<file path="config.mk">
export PLATFORM = sky130hd
export DESIGN_NAME = pp_accumulator_flat
export DESIGN_NICKNAME = d
export VERILOG_FILES = /design/src/rtl/pp_accumulator_if.sv /design/src/rtl/pp_accumulator.sv /design/src/flat_wrapper.sv
export SDC_FILE = /design/constraint.sdc
export NUM_CORES = 2
export LEC_CHECK = 0
export ABC_AREA = 1
export CAP_MARGIN = 5
export CORE_MARGIN = 8
export CORE_UTILIZATION = 55
export DETAILED_ROUTE_END_ITERATION = 10
export GPL_ROUTABILITY_DRIVEN = 0
export PLACE_DENSITY = 0.83
export SYNTH_ARGS = -nofsm -noshare
export SYNTH_HDL_FRONTEND = slang
export SYNTH_SLANG_ARGS = --single-unit
</file>
<file path="constraint.sdc">
create_clock -name clk -period 4.38 [get_ports clk]
set_clock_uncertainty 0.05 [all_clocks]
set_input_delay 0.876 -clock clk [delete_from_list [all_inputs] [get_ports clk]]
set_output_delay 0.876 -clock clk [all_outputs]
set_load 0.01 [all_outputs]
</file>
<file path="src/rtl/pp_accumulator_if.sv">
// rtl/pp_accumulator_if.sv - handshake bundle between Booth PP generator, accumulator and consumer
interface pp_accumulator_if #(
  parameter int PP_W  = 33,
  parameter int OUT_W = 64
);
  logic             in_valid;
  logic             in_ready;
  logic [PP_W-1:0]  pp_in0,  pp_in1,  pp_in2,  pp_in3;
  logic [PP_W-1:0]  pp_in4,  pp_in5,  pp_in6,  pp_in7;
  logic [PP_W-1:0]  pp_in8,  pp_in9,  pp_in10, pp_in11;
  logic [PP_W-1:0]  pp_in12, pp_in13, pp_in14, pp_in15;
  logic             out_valid;
  logic             out_ready;
  logic [OUT_W-1:0] product;
  logic             busy;

  modport master (
    output in_valid, out_ready,
    output pp_in0, pp_in1, pp_in2, pp_in3, pp_in4, pp_in5, pp_in6, pp_in7,
    output pp_in8, pp_in9, pp_in10, pp_in11, pp_in12, pp_in13, pp_in14, pp_in15,
    input  in_ready, out_valid, product, busy
  );

  modport slave (
    input  in_valid, out_ready,
    input  pp_in0, pp_in1, pp_in2, pp_in3, pp_in4, pp_in5, pp_in6, pp_in7,
    input  pp_in8, pp_in9, pp_in10, pp_in11, pp_in12, pp_in13, pp_in14, pp_in15,
    output in_ready, out_valid, product, busy
  );
endinterface

</file>
<file path="src/rtl/pp_accumulator.sv">
// rtl/pp_accumulator.sv - sequential reduction of 16 Booth partial products into a 64-bit product
// PP_ACC_DUAL_EN defined: two groups per cycle (8 steps); undefined: one group per cycle (16 steps).
module pp_accumulator #(
  parameter int NUM_PP = 16,
  parameter int PP_W   = 33,
  parameter int OUT_W  = 64
) (
  input logic             clk,
  input logic             reset,
  pp_accumulator_if.slave bus
);
  localparam int CNT_W = $clog2(NUM_PP);
`ifdef PP_ACC_DUAL_EN
  localparam int STEPS = NUM_PP / 2;
`else
  localparam int STEPS = NUM_PP;
`endif

  localparam logic [1:0] S_IDLE = 2'd0;
  localparam logic [1:0] S_ACC  = 2'd1;
  localparam logic [1:0] S_DONE = 2'd2;

  logic [1:0]       state;
  logic [CNT_W-1:0] count;
  logic [PP_W-1:0]  pp_in [NUM_PP];
  logic [PP_W-1:0]  pp_q  [NUM_PP];
  logic [OUT_W-1:0] acc;
  logic [OUT_W-1:0] acc_next;
  logic [OUT_W-1:0] product_q;
  logic             out_valid_q;
  logic             accept;
  logic             last;

  assign pp_in[0]  = bus.pp_in0;
  assign pp_in[1]  = bus.pp_in1;
  assign pp_in[2]  = bus.pp_in2;
  assign pp_in[3]  = bus.pp_in3;
  assign pp_in[4]  = bus.pp_in4;
  assign pp_in[5]  = bus.pp_in5;
  assign pp_in[6]  = bus.pp_in6;
  assign pp_in[7]  = bus.pp_in7;
  assign pp_in[8]  = bus.pp_in8;
  assign pp_in[9]  = bus.pp_in9;
  assign pp_in[10] = bus.pp_in10;
  assign pp_in[11] = bus.pp_in11;
  assign pp_in[12] = bus.pp_in12;
  assign pp_in[13] = bus.pp_in13;
  assign pp_in[14] = bus.pp_in14;
  assign pp_in[15] = bus.pp_in15;

  // A retiring result and a new accept can share the same DONE cycle.
  assign bus.in_ready  = (state == S_IDLE) | ((state == S_DONE) & bus.out_ready);
  assign accept        = bus.in_valid & bus.in_ready;
  assign last          = (count == CNT_W'(STEPS - 1));
  assign bus.out_valid = out_valid_q;
  assign bus.product   = product_q;
  assign bus.busy      = (state == S_ACC);

  function automatic logic [OUT_W-1:0] weigh(input logic [PP_W-1:0] pp, input logic [5:0] sh);
    return {{(OUT_W - PP_W){pp[PP_W-1]}}, pp} << sh;
  endfunction

`ifdef PP_ACC_DUAL_EN
  always_comb begin
    acc_next = acc
             + weigh(pp_q[{count[CNT_W-2:0], 1'b0}], {1'b0, count[CNT_W-2:0], 2'b00})
             + weigh(pp_q[{count[CNT_W-2:0], 1'b1}], {1'b0, count[CNT_W-2:0], 2'b10});
  end
`else
  always_comb begin
    acc_next = acc + weigh(pp_q[count], {1'b0, count, 1'b0});
  end
`endif

  always_ff @(posedge clk) begin
    if (reset) begin
      state       <= S_IDLE;
      count       <= '0;
      acc         <= '0;
      product_q   <= '0;
      out_valid_q <= 1'b0;
      pp_q        <= '{default: '0};
    end else if (accept) begin
      pp_q        <= pp_in;
      acc         <= '0;
      count       <= '0;
      out_valid_q <= 1'b0;
      state       <= S_ACC;
    end else begin
      case (state)
        S_ACC: begin
          acc   <= acc_next;
          count <= count + CNT_W'(1);
          if (last) begin
            product_q   <= acc_next;
            out_valid_q <= 1'b1;
            state       <= S_DONE;
          end
        end
        S_DONE: begin
          if (bus.out_ready) begin
            out_valid_q <= 1'b0;
            state       <= S_IDLE;
          end
        end
        default: state <= S_IDLE;
      endcase
    end
  end
endmodule

</file>
<file path="src/flat_wrapper.sv">
// flat-port wrapper written by rule: the top's interface ports become plain ports
module pp_accumulator_flat 
#(
  parameter int NUM_PP = 16,
  parameter int PP_W   = 33,
  parameter int OUT_W  = 64
)
  (clk, reset, bus_in_valid, bus_out_ready, bus_pp_in0, bus_pp_in1, bus_pp_in2, bus_pp_in3, bus_pp_in4, bus_pp_in5, bus_pp_in6, bus_pp_in7, bus_pp_in8, bus_pp_in9, bus_pp_in10, bus_pp_in11, bus_pp_in12, bus_pp_in13, bus_pp_in14, bus_pp_in15, bus_in_ready, bus_out_valid, bus_product, bus_busy);
  pp_accumulator_if #(.PP_W(PP_W), .OUT_W(OUT_W)) bus_i ();
  input logic clk;
  input logic reset;
  input wire logic [$bits(bus_i.in_valid)-1:0] bus_in_valid;
  input wire logic [$bits(bus_i.out_ready)-1:0] bus_out_ready;
  input wire logic [$bits(bus_i.pp_in0)-1:0] bus_pp_in0;
  input wire logic [$bits(bus_i.pp_in1)-1:0] bus_pp_in1;
  input wire logic [$bits(bus_i.pp_in2)-1:0] bus_pp_in2;
  input wire logic [$bits(bus_i.pp_in3)-1:0] bus_pp_in3;
  input wire logic [$bits(bus_i.pp_in4)-1:0] bus_pp_in4;
  input wire logic [$bits(bus_i.pp_in5)-1:0] bus_pp_in5;
  input wire logic [$bits(bus_i.pp_in6)-1:0] bus_pp_in6;
  input wire logic [$bits(bus_i.pp_in7)-1:0] bus_pp_in7;
  input wire logic [$bits(bus_i.pp_in8)-1:0] bus_pp_in8;
  input wire logic [$bits(bus_i.pp_in9)-1:0] bus_pp_in9;
  input wire logic [$bits(bus_i.pp_in10)-1:0] bus_pp_in10;
  input wire logic [$bits(bus_i.pp_in11)-1:0] bus_pp_in11;
  input wire logic [$bits(bus_i.pp_in12)-1:0] bus_pp_in12;
  input wire logic [$bits(bus_i.pp_in13)-1:0] bus_pp_in13;
  input wire logic [$bits(bus_i.pp_in14)-1:0] bus_pp_in14;
  input wire logic [$bits(bus_i.pp_in15)-1:0] bus_pp_in15;
  output wire logic [$bits(bus_i.in_ready)-1:0] bus_in_ready;
  output wire logic [$bits(bus_i.out_valid)-1:0] bus_out_valid;
  output wire logic [$bits(bus_i.product)-1:0] bus_product;
  output wire logic [$bits(bus_i.busy)-1:0] bus_busy;
  assign bus_i.in_valid = bus_in_valid;
  assign bus_i.out_ready = bus_out_ready;
  assign bus_i.pp_in0 = bus_pp_in0;
  assign bus_i.pp_in1 = bus_pp_in1;
  assign bus_i.pp_in2 = bus_pp_in2;
  assign bus_i.pp_in3 = bus_pp_in3;
  assign bus_i.pp_in4 = bus_pp_in4;
  assign bus_i.pp_in5 = bus_pp_in5;
  assign bus_i.pp_in6 = bus_pp_in6;
  assign bus_i.pp_in7 = bus_pp_in7;
  assign bus_i.pp_in8 = bus_pp_in8;
  assign bus_i.pp_in9 = bus_pp_in9;
  assign bus_i.pp_in10 = bus_pp_in10;
  assign bus_i.pp_in11 = bus_pp_in11;
  assign bus_i.pp_in12 = bus_pp_in12;
  assign bus_i.pp_in13 = bus_pp_in13;
  assign bus_i.pp_in14 = bus_pp_in14;
  assign bus_i.pp_in15 = bus_pp_in15;
  assign bus_in_ready = bus_i.in_ready;
  assign bus_out_valid = bus_i.out_valid;
  assign bus_product = bus_i.product;
  assign bus_busy = bus_i.busy;
  pp_accumulator #(.NUM_PP(NUM_PP), .PP_W(PP_W), .OUT_W(OUT_W)) u_core (.clk(clk), .reset(reset), .bus(bus_i));
endmodule
</file>
==> impl_metrics.json <==
{
  "tightest_slew_ns": 1.06,
  "htree_levels": 3,
  "core.rowCount": 94,
  "io_pins": 599,
  "synth_top_flop_cell": "dfxtp_1",
  "first_pass_iters": 7,
  "relSlewSlack_pct": 29.0,
  "grt_pass1_vias": 37789,
  "period_used_pct": 97.7,
  "drive_gt1_share_pct": 5.41,
  "power_density_mw_per_mm2": 360,
  "topCellsByArea": "dfxtp_1 36%, nand2_1 14%, nand3_1 9.5%",
  "fp.dieW_um": 274,
  "final-seq-area_sq_mm": 0.0133,
  "max_freq_ghz": 0.234,
  "cp_data_arrival_time_ns": 4.77,
  "hold_viol_final": 0,
  "drtAntennaViolNets": 0,
  "synth_area_sq_mm": 0.0365,
  "muxShareOfSynthArea_pct": 0,
  "synth.distinct_cells": 39,
  "synth_top_cell_by_count": "nand2_1",
  "yosysWarnings": 0,
  "critPathRequiredTime_ns": 4.88,
  "chipArea_sq_mm": 0.0750,
  "grt_max_degree": 190,
  "synth_seq_share_pct": 36.3,
  "synthXorXnorAreaFrac_pct": 0.743,
  "simple_gate_area_share_pct": 28.8,
  "syn-num-nets": 6323,
  "peakVddDrop_uv": 317,
  "p_leak_uw": 0.0208,
  "hold_start": "u_core.pp_q[428]",
  "nFillCells": 5522,
  "top_cells_by_count": "1367 x nand2_1, 813 x inv_1, 694 x nand3_1, 663 x dfxtp_1, 635 x a21oi_1",
  "crit_path_start": "u_core.count[0]",
  "die_h_um": 274,
  "warnings": 45,
  "logic_family": "simple AND/OR/NAND/NOR gates",
  "initialDrtViolationCount": 6056,
  "area_delta_synth_final_pct": 25.2,
  "status": "complete, no violations",
  "grt_pass1_wl_mm": 216,
  "root_buffer": "clkbuf_16",
  "overflow": 0,
  "cts_tree": "built",
  "final_max_slew_viol_count": 0,
  "crit_path_start_kind": "register",
  "adder_share_pct": 2.25,
  "rr_startpoint": "u_core.count[0]",
  "path_class": "register to register",
  "setup_viol": 0,
  "max_cap_viol_count": 0,
  "ys_chip_area_sq_mm": 0.0365,
  "cp-end-kind": "register",
  "vias_per_cell": 5.81,
  "holdBufCountCts": 0,
  "dp_hpwl_mm": 104,
  "combGateArea_sq_mm": 0.0186,
  "syn_inst": 5726,
  "p_total_uw": 16500,
  "port_buffers": 598,
  "cts_buffers": 71,
  "path_clk_slew_ns": 0.06,
  "min_period_ns": 4.28,
  "yosys.area_share.aoi_pct": 18.6,
  "drc_errors": 0,
  "avgSynthCellArea_sq_um": 6.38,
  "hold_path_class": "register to register",
  "synthArstFlopShare_pct": 0,
  "antenna_found_initial": 27,
  "rsz0062_at_grt": "true",
  "edf_count": 0,
  "top_area_share_pct": 36.3,
  "cts_num_sinks": 663,
  "placedCellCount": 6900,
  "clk_path_buf_depth": 3,
  "ys_ff": 663,
  "ys_cells": 5726,
  "yosys.area.top_type": "dfxtp_1",
  "critPathMaxFanout": 64,
  "final_cells": 7057,
  "fin_nets": 6711
}
==> through the flow <==
stage          setup slack [ns]  cell area (sq um)  hold slack [ns]  setup TNS [ns]
6_report                  0.102              45700            0.401               0
5_1_grt                 -0.0367              45700            0.412          -0.207
4_1_cts                  0.0745              45500            0.402               0
3_5_place_dp              0.177              42900            0.393               0
3_3_place_gp              0.210              42900            0.388               0
2_1_floorplan              1.24              36500            0.379               0
==> final timing paths <==
kind	end	slack (ns)	cells after the start
worst max-delay path	u_core.bus.product[55]	0.10	25
worst min-delay path	u_core.pp_q[428]	0.40	2
worst max register to register	u_core.bus.product[55]	0.10	25
worst min register to register	u_core.pp_q[428]	0.40	2
==> critical path, cell delays in order, from the launching register on <==
cell     delay (ns)
dfxtp_4        0.41
inv_6          0.10
buf_16         0.25
nand2_1        0.10
nand3_1        0.09
nand2_1        0.14
nand2_1        0.10
nand2_1        0.23
inv_1          0.16
nand3_1        0.13
nand3_1        0.12
nand3_1        0.10
nand3_1        0.16
nand2_1        0.08
ha_1           0.39
nand2_1        0.20
nor2_2         0.19
nand3_1        0.16
inv_1          0.11
nand2_1        0.10
nor3_1         0.15
nand2_1        0.17
nand3_1        0.16
nand3_1        0.11
nand2_1        0.10
inv_1          0.04
==> flip-flops by register name, summed over array words and instances (netlist names) <==
register and count:
u_core.pp_q 528, u_core.acc 64, u_core.bus.product 64, u_core.count 4
u_core.state 2, u_core.bus.out_valid 1
==> cell type report <==
type	count	share of cell area, %
diodes	23	0.126
clock inverters	34	1.02
clock buffers	95	4.48
inverters	821	6.77
flip-flops and latches	663	29.0
repair buffers	690	15.5
multi-input cells	3867	40.7
well taps	864	2.36
==> layout by cell type, fill, tap and decap left out, types with 7 or more instances in the layout <==
master,count
dfxtp_1,659
ha_1,57
inv_1,809
diode_2,23
clkdlybuf4s50_1,596
bufinv_16,7
nand4_1,10
o21bai_1,13
nand3_2,43
nor2_1,337
o211ai_2,12
clkbuf_16,74
o21ai_0,495
clkbuf_1,8
nor2_2,8
buf_12,28
nor3_1,20
clkinv_2,13
buf_4,59
clkbuf_8,14
o211ai_1,76
xor2_1,28
nand3_1,687
nand2_1,1362
inv_2,8
a21oi_2,18
o21ai_1,28
a21oi_1,631
==> layer usage <==
metal	global-route usage [%]	routed length [um]	vias to the layer above
li1	-	-	19193
met1	44.1	53300	18500
met2	57.9	64400	2686
met3	7.94	15800	624
met4	24.4	11200	14
met5	0	99	-
==> repair_timing <==
| item | in CTS | in global routing |
|---|---|---|
| buffers inserted | 0 | 4 |
| resized | 0 | 45 |
| endpoints found under the setup margin | 0 | 85 |
==> power breakdown <==
group          internal [uW]  total (uW)  switching (uW)
Combinational           1260        3370            2110
Clock                   3760        6470            2720
Sequential              6450        6610             162
Total                  11500       16500            4990
==> kinds of logic after synthesis <==
logic type / Yosys count
compound gates: 1280
buf+inv: 1196
flops: 663
fa+ha+maj: 65
xor+xnor: 31
simple gates: 2491
Figure 1. Signal wires by layer.
Scale: 1 px per um.
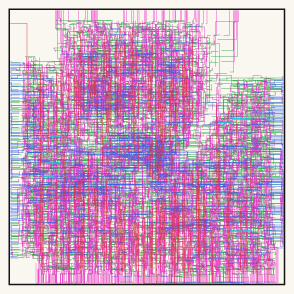
| colour | layer | wire length |
|---|---|---|
| red | met4 | 11200 um |
| magenta | met2 | 64.4 mm |
| green | met1 | 53.3 mm |
| blue | met3 | 15800 um |
| cyan | met5 | 99.4 um |
WL/cell: 20.5 um
Via Count: 41017
global router's overall resource usage: 36.5%
drt total wl: 145 mm

Figure 2. Placement density heat map.
Scale: 1.5 px per um. 27 x 27 tiles, from black (low) to pale yellow (high), 0 to 100% covered.
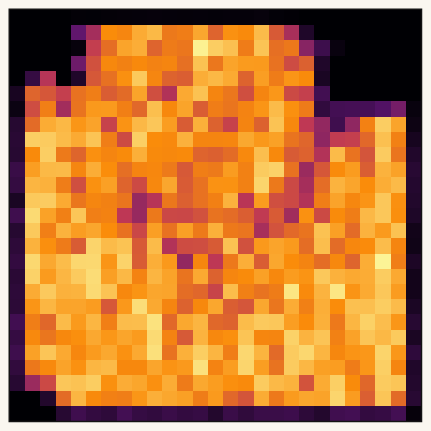
fullest tile: 98%
mean over tiles: 60%
nearly empty tiles: 11%
emptiest ninth of the die: upper right
tiles over 75% full: 40%
FP Core Util: 55.6%
post-route core utilization: 69.6%
total core area: 0.0657 sq mm

Figure 3. Clock nets.
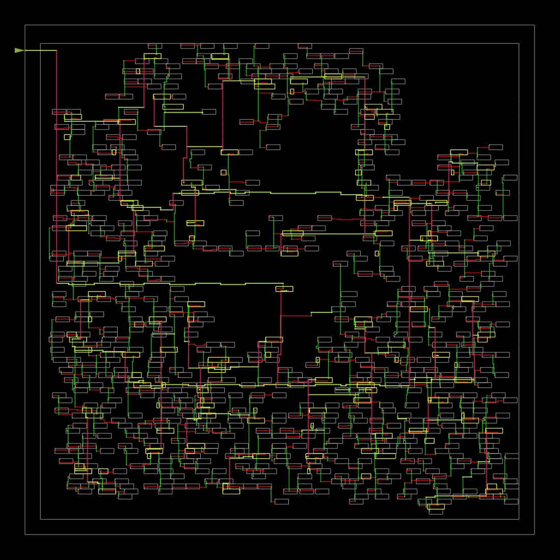
Clock Latency Late Sink: 0.65 ns
clk_buf instances: 95

Power is estimated from default activity; no workload was simulated.
